$ cat config.mk
export PLATFORM = sky130hd
export DESIGN_NAME = seq_multiplier
export DESIGN_NICKNAME = d
export VERILOG_FILES = /design/src/rtl/seq_multiplier_pkg.sv /design/src/rtl/seq_multiplier.sv
export SDC_FILE = /design/constraint.sdc
export NUM_CORES = 1
export LEC_CHECK = 0
export ABC_AREA = 1
export CAP_MARGIN = 20
export CELL_PAD_IN_SITES_DETAIL_PLACEMENT = 1
export CELL_PAD_IN_SITES_GLOBAL_PLACEMENT = 1
export CORE_ASPECT_RATIO = 0.7
export CORE_MARGIN = 5
export CORE_UTILIZATION = 40
export CTS_CLUSTER_DIAMETER = 80
export DETAILED_ROUTE_END_ITERATION = 8
export PLACE_DENSITY_LB_ADDON = 0.15
export SYNTH_ARGS = -nofsm -noshare
export SYNTH_HDL_FRONTEND = slang
export SYNTH_SLANG_ARGS = --single-unit
$ cat constraint.sdc
create_clock -name clk -period 3.5 [get_ports clk]
set_clock_uncertainty 0.05 [all_clocks]
set_input_delay 0.7 -clock clk [delete_from_list [all_inputs] [get_ports clk]]
set_output_delay 0.7 -clock clk [all_outputs]
set_load 0.1 [all_outputs]
$ cat src/rtl/seq_multiplier_pkg.sv
// Shared types and helpers for the iterative shift-add multiplier.
//   state_t : controller states (IDLE, CALC, DONE)
//   abs_val : magnitude of a w-bit operand. Returns the low w bits.
//             When sgn=1, the operand is treated as two's complement.
package mult_pkg;

  typedef enum logic [1:0] {
    IDLE = 2'd0,
    CALC = 2'd1,
    DONE = 2'd2
  } state_t;

  // The most-negative value maps to 2^(w-1), which still fits in w unsigned bits.
  function automatic logic [31:0] abs_val(input logic [31:0] v,
                                          input int unsigned w,
                                          input logic sgn);
    logic [31:0] mask;
    logic [31:0] msb_sh;
    mask   = (w >= 32) ? 32'hFFFF_FFFF : ((32'd1 << w) - 32'd1);
    msb_sh = v >> (w - 1);
    if (sgn && msb_sh[0]) begin
      return ((~v) + 32'd1) & mask;
    end
    return v & mask;
  endfunction

endpackage

$ cat src/rtl/seq_multiplier.sv
// Iterative shift-add multiplier. It handles one partial product per clock,
// in unsigned or two's-complement mode.
// The magnitudes are multiplied, and the sign is applied once when the product is registered.
//   clk, rst_n           : clock, async active-low reset
//   in_valid / in_ready  : operand handshake (a, b, is_signed)
//   out_valid / out_ready: product handshake
//   product              : registered 2*Width-bit result, held until the next load
//   busy                 : high while partial products are being accumulated
//
// state | meaning
// IDLE  | waiting for operands, in_ready=1
// CALC  | accumulating one partial product per clock, busy=1
// DONE  | product presented, out_valid=1 until out_ready
module seq_multiplier
  import mult_pkg::*;
#(
  parameter int Width = 4
) (
  input  logic               clk,
  input  logic               rst_n,
  input  logic               in_valid,
  output logic               in_ready,
  input  logic [Width-1:0]   a,
  input  logic [Width-1:0]   b,
  input  logic               is_signed,
  output logic               out_valid,
  input  logic               out_ready,
  output logic [2*Width-1:0] product,
  output logic               busy
);

  localparam int CW = $clog2(Width) + 1;
  localparam int PW = 2 * Width;

  state_t          state;
  logic [PW-1:0]   mcand;
  logic [Width-1:0] mplier;
  logic            neg;
  logic [PW-1:0]   acc;
  logic [CW-1:0]   cnt;

  logic [Width-1:0] a_mag;
  logic [Width-1:0] b_mag;
  logic [Width-1:0] mplier_sh;
  logic [PW-1:0]    addend;
  logic [PW-1:0]    acc_next;
  logic             last;

  assign a_mag = Width'(abs_val(32'(a), Width, is_signed));
  assign b_mag = Width'(abs_val(32'(b), Width, is_signed));

  // Shifting avoids a variable bit-select with a counter wider than the index.
  assign mplier_sh = mplier >> cnt;
  assign addend    = mplier_sh[0] ? (mcand << cnt) : '0;
  assign acc_next  = acc + addend;
  assign last      = (cnt == CW'(Width - 1));

  assign in_ready  = (state == IDLE);
  assign busy      = (state == CALC);
  assign out_valid = (state == DONE);

  always_ff @(posedge clk or negedge rst_n) begin
    if (!rst_n) begin
      state   <= IDLE;
      mcand   <= '0;
      mplier  <= '0;
      neg     <= 1'b0;
      acc     <= '0;
      cnt     <= '0;
      product <= '0;
    end else begin
      case (state)
        IDLE: begin
          if (in_valid) begin
            mcand  <= PW'(a_mag);
            mplier <= b_mag;
            neg    <= is_signed & (a[Width-1] ^ b[Width-1]);
            acc    <= '0;
            cnt    <= '0;
            state  <= CALC;
          end
        end
        CALC: begin
          acc <= acc_next;
          cnt <= cnt + CW'(1);
          if (last) begin
            product <= neg ? (-acc_next) : acc_next;
            state   <= DONE;
          end
        end
        DONE: begin
          if (out_ready) begin
            state <= IDLE;
          end
        end
        default: state <= IDLE;
      endcase
    end
  end

endmodule
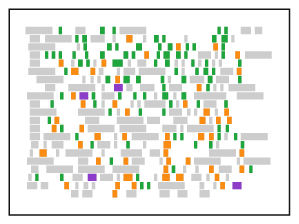
logic_types.png
Scale: 3 px per um.
family	color	cells
xor and xnor cells	purple	4
nand cells	green	92
aoi and oai cells	orange	51
fin cells: 343
Commonest Layout Cell: nand2_1
multi-input gate share of the layout cell area: 0.427

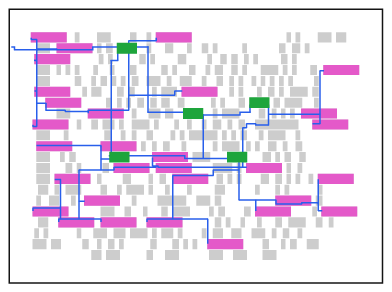
clk_routes.png
Scale: 4 px per um.
[clock drivers] green | count: 5
[clock wires] blue | length: 512 um
[flip-flops] magenta | count: 30
flops lie	widely spread
routed clock nets	6

==> reports/qor.txt <==
library cells used by synthesis - 29
Seq/Total Area, Yosys - 0.390
Iter 0 DRT Violations - 70
syn_nets - 285
cell taking the most area after synthesis - dfrtp_1
post-route ant nets - 0
Cells after Synth - 259
# rows - 21
fill count - 618
CP Cell Sequence - a21oi_1 > o21ai_0 > a21oi_1 > nand2_1 > nor2_1 > ha_1 > fa_1 > inv_1 > ha_1 > inv_1 > nor2_1 > nand3_1 > nor2_1 > nand2_1 > nand2_1 > nand2_1 > nand3_1 > nand2_1
Mapped Avg Cell Area - 7.43 um2
Inverters - 42
worst-skew pair later-pin latency - 0.28 ns
Log Warnings - 26
crit path time final - 2.94 ns
worst slew pin tran - 0.970 ns
Area leader share - 0.390
Syn-to-layout area delta - 20.7%
gr busiest metal - met2
RSZ-0062 raised after global routing - false
Max Slew Vio Count - 0
min-delay src - product[5]$_DFFE_PN0P_
Post-synth area hogs - dfrtp_1 (39%), nand2_1 (13%), ha_1 (7.8%)
Logic cell area - 992 um2
CP top delay family - simple AND/OR/NAND/NOR gates
layout cell share with drive strength beyond 1 - 0.0874
Clock Tree Root - clkbuf_8
post-synthesis compound-gate area fraction - 0.144
Worst setup startpoint - cnt[0]$_DFFE_PN0P_
cts-stage hold buffer count - 0
Die Y - 68.1 um
Tapcells - 57
final worst slack - 0.560 ns
Yosys Warn Count - 0
Placement Setup Slack - 0.580 ns
worst hold stages - 2
Buf+Inv Stages, Crit Path - 2
via/cell ratio - 5.13
Final nets - 312
clock buffer depth - 2
routed wl met3 - 177 um
crit path kind - register to register
first drt pass iteration count - 4
pin count of the biggest net entering global routing - 31
met2 routed WL - 2060 um
Max-cap violations - 0
Post-synth ARST share - 1.00
wire length per cell - 14.7 um
r2r setup slk - 0.56 ns
Post-DP HPWL - 3820 um
register area - 751 um2
Adder Area Share - 0.0884
die span in x - 92.9 um
Die ar. - 6320 um2
Post CTS Setup Buffer Count - 0
crit path DAT - 3.07 ns
slowest stage cell on the critical path - dfrtp_1
simple share - 0.264
final hold violations - 0
M1 WL - 2750 um
cell area after synthesis - 1930 um2
CP dominant cell by count - nand2_1
GPL Wtd Cong - 0.802
Chip Area, Yosys - 1930 um2
TritonCTS clock tree - yes
Top cells excl fill/tap - nand2_1 (69), inv_1 (39), o21ai_0 (30), dfrtp_1 (30), clkdlybuf4s50_1 (20)
mux share - 0
Worst Hold Path EP - product[5]$_DFFE_PN0P_
CTS-repair resized insts - 0
All-Layer GR Usage - 0.182
Reg2Reg Depth - 18
Worst Hold Class - register to register
clkbuf count - 6
Worst Setup EP - product[6]$_DFFE_PN0P_
max_slew headroom - 0.352
r2r endpoint - product[6]$_DFFE_PN0P_
outcome - finished clean
dominant kind of cell - combinational gates
H-tree levels - 2
highest metal used - met4
CTS Buf Count - 5
initial antenna violation count - 0
routing usage on met1 - 0.268
Largest regs - acc x8, product x8
met2 usage - 0.269
Top logic family - simple AND/OR/NAND/NOR gates
first-pass GRT wire length - 8830 um
most common flop cell mapped by yosys - dfrtp_1
flip-flops - 30
number of enable flip-flop cells - 0
CTS Sinks - 30
Synth top cell by count - nand2_1
vias in the first global route - 1818
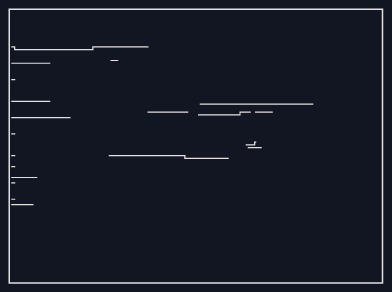
layer_met3.png
Scale: 4 px per um.
main direction	horizontal
nets with wire on the layer	16
longest straight run	28.1 um
wire length on this layer	178 um
share of all routed wire	3.5%
GR Util met3: 0.0440
routed vias: 1759
WL final: 5040 um

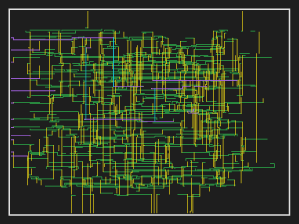
wires.png
Scale: 3 px per um.
layer	color	wire length
metal 1	green	2750 um
metal 4	cyan	51.0 um
metal 3	purple	178 um
metal 2	yellow	2060 um

